<file path="src/rtl/cpu_pkg.sv">
// Shared constants for the 8-bit stack processor: opcodes, ALU ops, control states,
// ALU B-source selects and the control-strobe bundle.
package cpu_pkg;

  // Instruction opcodes (IR[7:5])
  localparam logic [2:0] OP_ADD  = 3'b000;
  localparam logic [2:0] OP_SUB  = 3'b001;
  localparam logic [2:0] OP_AND  = 3'b010;
  localparam logic [2:0] OP_NOT  = 3'b011;
  localparam logic [2:0] OP_PUSH = 3'b100;
  localparam logic [2:0] OP_POP  = 3'b101;
  localparam logic [2:0] OP_JMP  = 3'b110;
  localparam logic [2:0] OP_JZ   = 3'b111;

  // ALU operation select, shared with the ALU
  localparam logic [2:0] ADD_OP    = 3'b000;
  localparam logic [2:0] SUB_OP    = 3'b001;
  localparam logic [2:0] AND_OP    = 3'b010;
  localparam logic [2:0] NOT_OP    = 3'b011;
  localparam logic [2:0] ISZERO_OP = 3'b100;

  // Control FSM state encodings
  localparam logic [3:0] S_IF       = 4'd0;
  localparam logic [3:0] S_ID       = 4'd1;
  localparam logic [3:0] S_POP_A    = 4'd2;
  localparam logic [3:0] S_POP_B    = 4'd3;
  localparam logic [3:0] S_EXEC     = 4'd4;
  localparam logic [3:0] S_PUSH_RES = 4'd5;
  localparam logic [3:0] S_PUSH_MEM = 4'd6;
  localparam logic [3:0] S_PUSH_MDR = 4'd7;
  localparam logic [3:0] S_POP_ST   = 4'd8;
  localparam logic [3:0] S_POP_WR   = 4'd9;
  localparam logic [3:0] S_JMP      = 4'd10;
  localparam logic [3:0] S_JZ_TOS   = 4'd11;
  localparam logic [3:0] S_JZ_CHK   = 4'd12;

  // ALU B-input select codes
  localparam logic [1:0] SRC_B_REG  = 2'b00;
  localparam logic [1:0] SRC_B_ONE  = 2'b01;
  localparam logic [1:0] SRC_B_ZERO = 2'b10;

  // Full set of datapath controls produced per cycle
  typedef struct packed {
    logic [2:0] alu_ctrl;
    logic       alu_src_a;
    logic [1:0] alu_src_b;
    logic       pc_write;
    logic       pc_src;
    logic       iord;
    logic       mem_read;
    logic       mem_write;
    logic       ir_write;
    logic       mdr_write;
    logic       a_write;
    logic       b_write;
    logic       aluout_write;
    logic       stack_push;
    logic       stack_pop;
    logic       stack_tos;
    logic       stack_src;
  } ctrl_t;

endpackage

</file>
<file path="src/rtl/stack_cpu_out_decode.sv">
// Combinational state-to-control decoder for the stack CPU FSM. Moore outputs except
// pc_write in JZ_CHK, which follows the ALU zero flag.
module stack_cpu_out_decode
  import cpu_pkg::*;
#(
  parameter int unsigned OPCODE_W = 3,
  parameter int unsigned STATE_W  = 4
) (
  input  logic                rst,
  input  logic [STATE_W-1:0]  state,
  input  logic [OPCODE_W-1:0] opcode,
  input  logic                zero,
  output ctrl_t               ctrl
);

  // Decode the current state into strobes; everything is held low during reset
  always_comb begin
    ctrl = '0;
    if (!rst) begin
      case (state)
        S_IF: begin
          ctrl.mem_read  = 1'b1;
          ctrl.ir_write  = 1'b1;
          ctrl.alu_src_b = SRC_B_ONE;
          ctrl.alu_ctrl  = ADD_OP;
          ctrl.pc_write  = 1'b1;
        end
        S_POP_A: begin
          ctrl.stack_pop = 1'b1;
          ctrl.a_write   = 1'b1;
        end
        S_POP_B: begin
          ctrl.stack_pop = 1'b1;
          ctrl.b_write   = 1'b1;
        end
        S_EXEC: begin
          ctrl.alu_src_a    = 1'b1;
          ctrl.alu_src_b    = SRC_B_REG;
          ctrl.alu_ctrl     = opcode;
          ctrl.aluout_write = 1'b1;
        end
        S_PUSH_RES: begin
          ctrl.stack_push = 1'b1;
          ctrl.stack_src  = 1'b1;
        end
        S_PUSH_MEM: begin
          ctrl.mem_read  = 1'b1;
          ctrl.iord      = 1'b1;
          ctrl.mdr_write = 1'b1;
        end
        S_PUSH_MDR: begin
          ctrl.stack_push = 1'b1;
        end
        S_POP_ST: begin
          ctrl.stack_pop = 1'b1;
          ctrl.a_write   = 1'b1;
        end
        S_POP_WR: begin
          // Write data comes from A, loaded in POP_ST
          ctrl.mem_write = 1'b1;
          ctrl.iord      = 1'b1;
        end
        S_JMP: begin
          ctrl.pc_src   = 1'b1;
          ctrl.pc_write = 1'b1;
        end
        S_JZ_TOS: begin
          ctrl.stack_tos = 1'b1;
          ctrl.a_write   = 1'b1;
        end
        S_JZ_CHK: begin
          // ISZERO gives 1 when A==0, so zero==0 means the branch is taken
          ctrl.alu_src_a = 1'b1;
          ctrl.alu_ctrl  = ISZERO_OP;
          ctrl.pc_src    = 1'b1;
          ctrl.pc_write  = ~zero;
        end
        default: ;
      endcase
    end
  end

endmodule

</file>
<file path="src/rtl/stack_cpu_controller.sv">
// Multicycle control FSM for the 8-bit stack processor: state register, next-state
// logic and the output decoder instance.
module stack_cpu_controller
  import cpu_pkg::*;
#(
  parameter int unsigned OPCODE_W = 3,
  parameter int unsigned STATE_W  = 4
) (
  input  logic                clk,
  input  logic                rst,
  input  logic [OPCODE_W-1:0] opcode,
  input  logic                zero,
  output logic [2:0]          ALUcontrol,
  output logic                alu_src_a,
  output logic [1:0]          alu_src_b,
  output logic                pc_write,
  output logic                pc_src,
  output logic                IorD,
  output logic                mem_read,
  output logic                mem_write,
  output logic                ir_write,
  output logic                mdr_write,
  output logic                a_write,
  output logic                b_write,
  output logic                aluout_write,
  output logic                stack_push,
  output logic                stack_pop,
  output logic                stack_tos,
  output logic                stack_src,
  output logic [STATE_W-1:0]  state_o
);

  logic [STATE_W-1:0] state_q, state_d;
  ctrl_t              ctrl;

  // State register with synchronous reset to instruction fetch
  always_ff @(posedge clk) begin
    if (rst) begin
      state_q <= S_IF;
    end else begin
      state_q <= state_d;
    end
  end

  // Next-state sequencing; unused encodings fall back to fetch
  always_comb begin
    state_d = S_IF;
    case (state_q)
      S_IF: state_d = S_ID;
      S_ID: begin
        case (opcode)
          OP_ADD, OP_SUB, OP_AND, OP_NOT: state_d = S_POP_A;
          OP_PUSH:                        state_d = S_PUSH_MEM;
          OP_POP:                         state_d = S_POP_ST;
          OP_JMP:                         state_d = S_JMP;
          default:                        state_d = S_JZ_TOS;
        endcase
      end
      S_POP_A:    state_d = (opcode == OP_NOT) ? S_EXEC : S_POP_B;
      S_POP_B:    state_d = S_EXEC;
      S_EXEC:     state_d = S_PUSH_RES;
      S_PUSH_RES: state_d = S_IF;
      S_PUSH_MEM: state_d = S_PUSH_MDR;
      S_PUSH_MDR: state_d = S_IF;
      S_POP_ST:   state_d = S_POP_WR;
      S_POP_WR:   state_d = S_IF;
      S_JMP:      state_d = S_IF;
      S_JZ_TOS:   state_d = S_JZ_CHK;
      S_JZ_CHK:   state_d = S_IF;
      default:    state_d = S_IF;
    endcase
  end

  stack_cpu_out_decode #(
    .OPCODE_W (OPCODE_W),
    .STATE_W  (STATE_W)
  ) u_out_decode (
    .rst    (rst),
    .state  (state_q),
    .opcode (opcode),
    .zero   (zero),
    .ctrl   (ctrl)
  );

  // Unpack the control bundle onto the datapath-facing ports
  always_comb begin
    ALUcontrol   = ctrl.alu_ctrl;
    alu_src_a    = ctrl.alu_src_a;
    alu_src_b    = ctrl.alu_src_b;
    pc_write     = ctrl.pc_write;
    pc_src       = ctrl.pc_src;
    IorD         = ctrl.iord;
    mem_read     = ctrl.mem_read;
    mem_write    = ctrl.mem_write;
    ir_write     = ctrl.ir_write;
    mdr_write    = ctrl.mdr_write;
    a_write      = ctrl.a_write;
    b_write      = ctrl.b_write;
    aluout_write = ctrl.aluout_write;
    stack_push   = ctrl.stack_push;
    stack_pop    = ctrl.stack_pop;
    stack_tos    = ctrl.stack_tos;
    stack_src    = ctrl.stack_src;
    state_o      = state_q;
  end

endmodule
</file>
<file path="config.mk">
export PLATFORM = sky130hd
export DESIGN_NAME = stack_cpu_controller
export DESIGN_NICKNAME = d
export VERILOG_FILES = /design/src/rtl/cpu_pkg.sv /design/src/rtl/stack_cpu_out_decode.sv /design/src/rtl/stack_cpu_controller.sv
export SDC_FILE = /design/constraint.sdc
export NUM_CORES = 1
export LEC_CHECK = 0
export ABC_AREA = 1
export CAP_MARGIN = 30
export CORE_AREA = 2 2 39 41
export DETAILED_ROUTE_END_ITERATION = 10
export DIE_AREA = 0 0 41 43
export MAX_ROUTING_LAYER = met4
export PLACE_DENSITY = 0.81
export SLEW_MARGIN = 20
export SYNTH_ARGS = -nofsm -noshare
export SYNTH_HDL_FRONTEND = slang
export SYNTH_SLANG_ARGS = --single-unit
</file>
<file path="constraint.sdc">
create_clock -name clk -period 3.47 [get_ports clk]
set_input_delay 1.041 -clock clk [delete_from_list [all_inputs] [get_ports clk]]
set_output_delay 1.041 -clock clk [all_outputs]
set_load 0.01 [all_outputs]
</file>
### Clock distribution

Scale: 6 px per um.
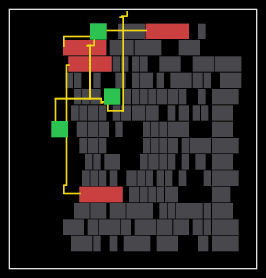
[red] flip-flops | count: 4
[yellow] clock wires | length: 89.2 um
[green] clock-net drivers | count: 3
routed clock nets: 4
Clock Skew: 0.00175 ns
Clock Latency Late Sink: 0.23 ns
Clk pwr share: 0.135
Clock Power: 0.0583 mW

### Track usage over the die

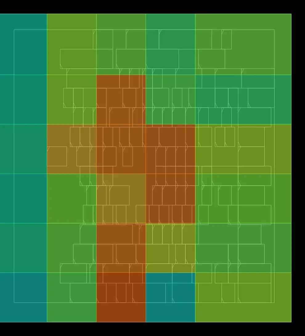
GR met1 Demand/Resource: 0.202
Finished Core Util: 0.610
GR peak layer: met2

==> metrics.yaml <==
grt-ovfl-total: 0
crit_required_ns: 2.43
diodes: 0
netlist_top_cells_count: "nand2_1 (27), nor2_1 (19), nand3_1 (11)"
reg2reg_to: "state_o[3]$_SDFF_PP0_"
fin_crit_ns: 3.41
drv_slew: 0
clockBufferDepth: 2
tool_warnings: 26
viasPerCell: 4.94
nets: 136
yosys.cell_count.top_type: "nand2_1"
cts_setup_buffers: 0
syn2layout_area_growth_pct: 79.0
cts_hold_buffers: 0
crit_path_frequent_cell: "clkdlybuf4s50_1"
slowest_delay_ns: 0.54
crit_path_start: "rst"
crit_chain: "clkdlybuf4s50_1 > buf_4 > a21oi_1 > clkdlybuf4s50_1"
ir_drop_mv: 0.267
grt_start_max_net_pins: 13
async_flop_share: 0
rsz0062_at_grt: "false"
ys_chip_area_um2: 472
cts_buffers: 3
p_per_area_nw_per_um2: 512
clock_sink_count: 4
ff2ff_path_depth: 6
die_w_um: 41
drt_first_pass_iters: 4
floorplan.nets: 101
hold_viol_final: 0
port_buffers: 28
fin_ws_ns: 0.0603
fmax_mhz: 293
holdPathStages: 6
cap_violations: 0
ys_top_cells_by_area: "nand2_1 (21%), dfxtp_1 (17%), nor2_1 (15%)"
finalClockPeriodUsage: 0.983
crit_path_end_kind: "output pin"
status: "finished clean"
die_area_um2: 1760
startpoint_type: "input port"
place_hpwl_mm: 1.26
synth-edff-count: 0
design_area_um2: 845
cts_tree: "done"
coreArea_um2: 1380
yosysWarnings: 0
syn_area_per_cell_um2: 4.97
largest_reg_flops: 4
rows: 14
reg2reg_from: "state_o[3]$_SDFF_PP0_"
yosys.area.top_type: "nand2_1"
fp-utilization: 0.341
grt_antenna_before_repair: 0
place_area_um2: 793
p_leak_nw: 0.594
io_pins: 30
groute.usage.overall: 0.195
hp-start: "state_o[1]$_SDFF_PP0_"
drc: 0
num-fill-cells: 131
ys_types: 18
arrival_ns: 2.37
syn_inst: 95
finalPower_mw: 0.433
post-place-ws_ns: -0.0250
clkTransAtPathRegs_ns: 0.04
place_congestion: 0.860
syn_area_um2: 472
synth_flops: 4
ant_nets: 0
cts_max_level: 1
worstSetupPathType: "in -> out"
ys_cells: 95
whs_ns: 0.736
grtUsageMet2: 0.338
register_area_um2: 80.1
hp-class: "reg -> reg"
first_global_vias: 597
wire_per_inst_um: 10.6
layout-drive-gt1-share: 0.133
critPathTopFamily: "buffers and inverters"
top_area_frac: 0.215
grtUsageMet3: 0.0366
die_y_um: 43
cpMaxStageDelayCell: "clkdlybuf4s50_1"
first_iter_violations: 25
postSynthSeqShare: 0.170
reg2reg_slack_ns: 2.34
final-comb-area_um2: 314
setup_viol: 0
crit_buf_inv: 3
cts_root_buffer: "clkbuf_4"
grt_pass1_wl_mm: 2.33
hold_end: "state_o[2]$_SDFF_PP0_"
flop_cell: "dfxtp_1"
crit_fanout: 12
### Wiring by layer

Scale: 8 px per um.
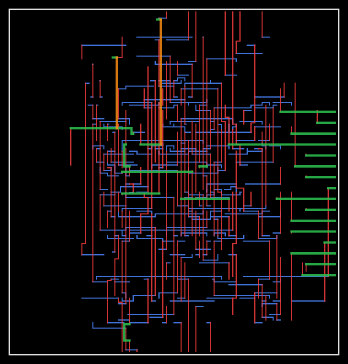
[green] M3 | wire length: 115 um
[red] M2 | wire length: 842 um
[blue] M1 | wire length: 551 um
[orange] M4 | wire length: 24.5 um
via count: 712
Post-Route WL: 1.53 mm

### Gate families picked out

Scale: 8 px per um.
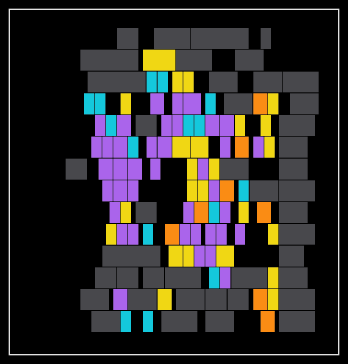
[cyan] inv cells | cells: 15 | most used: inv_1
[purple] nand cells | cells: 39 | most used: nand2_1 | where: center
[orange] aoi and oai cells | cells: 8 | most used: a21oi_1
[yellow] nor cells | cells: 24 | most used: nor2_1
Non-Filler Instances: 144
Commonest Layout Cell: nand2_1
combinational share of cell area: 0.372

-- kinds of logic (layout without fill, tap and decap cells) --
kind of cell / count (synthesis) / in the layout / synth area share
flip-flops: 4 / 4 / 0.170
AND-OR/OR-AND: 8 / 8 / 0.0849
AND/OR/NAND/NOR: 63 / 63 / 0.568
other: 1 / 1 / 0.00795
buffers and inverters: 19 / 52 / 0.170
-- how the worst max path moves through the flow --
stage | cells after the start | endpoint | slack, ns
2_1_floorplan | 4 | alu_src_b[0] | 0.66
3_3_place_gp | 5 | ALUcontrol[2] | -0.03
3_5_place_dp | 5 | ALUcontrol[2] | -0.02
4_1_cts | 5 | ALUcontrol[2] | 0.001
5_1_grt | 4 | mem_read | 0.005
6_report | 4 | mem_read | 0.06
-- metrics by stage --
stage | std cells | utilization | setup TNS (ns)
6_report | 144 | 0.610 | 0
5_1_grt | 144 | 0.610 | 0
4_1_cts | 144 | 0.590 | 0
3_5_place_dp | 141 | 0.573 | -0.0327
3_3_place_gp | 141 | 0.573 | -0.0267
2_1_floorplan | 95 | - | 0
-- layer usage --
layer  share of wire  wire length [um]  vias to the layer above
li1                -                 -                      354
met1            0.36               551                      319
met2            0.55               842                       35
met3           0.075               115                        4
met4           0.016                24                        0
met5               0                 0                        -
-- worst reg2reg max path, stage by stage, from the launching register on --
cell     delay, ns
dfxtp_1       0.40
inv_2         0.09
nor2_1        0.21
nand2_1       0.13
nand2_1       0.08
a21oi_1       0.04
nor2_1        0.11
-- placed cells by master, fill, tap and decap left out --
master	count
a21oi_1	6
dlymetal6s2s_1	11
clkdlybuf4s50_1	16
nor2_4	1
nor3_1	2
nor2_2	3
o21ai_0	1
inv_1	10
clkinv_1	2
o21ai_1	1
clkbuf_4	3
nand3_1	11
nor2_1	18
conb_1	1
nand2_2	1
buf_4	6
dfxtp_1	4
dlygate4sd2_1	1
nand2_1	27
inv_2	3
-- layout make-up --
cell class / instances / share of cell area
well taps: 16 / 0.0237
repair buffers: 34 / 0.416
flip-flops and latches: 4 / 0.0948
clock buffers: 3 / 0.0267
inverters: 15 / 0.0667
multi-input cells: 72 / 0.372
-- where the power goes --
group          switching, mW  total (mW)  internal, mW
Combinational          0.157       0.287         0.130
Clock                 0.0196      0.0583        0.0387
Sequential            0.0269      0.0872        0.0603
-- timing repair --
item                       4_1_cts  5_1_grt
pin swaps                        0        1
setup endpoints to repair        2       12
gates resized                    2       11
Power and IR drop assume default switching activity.
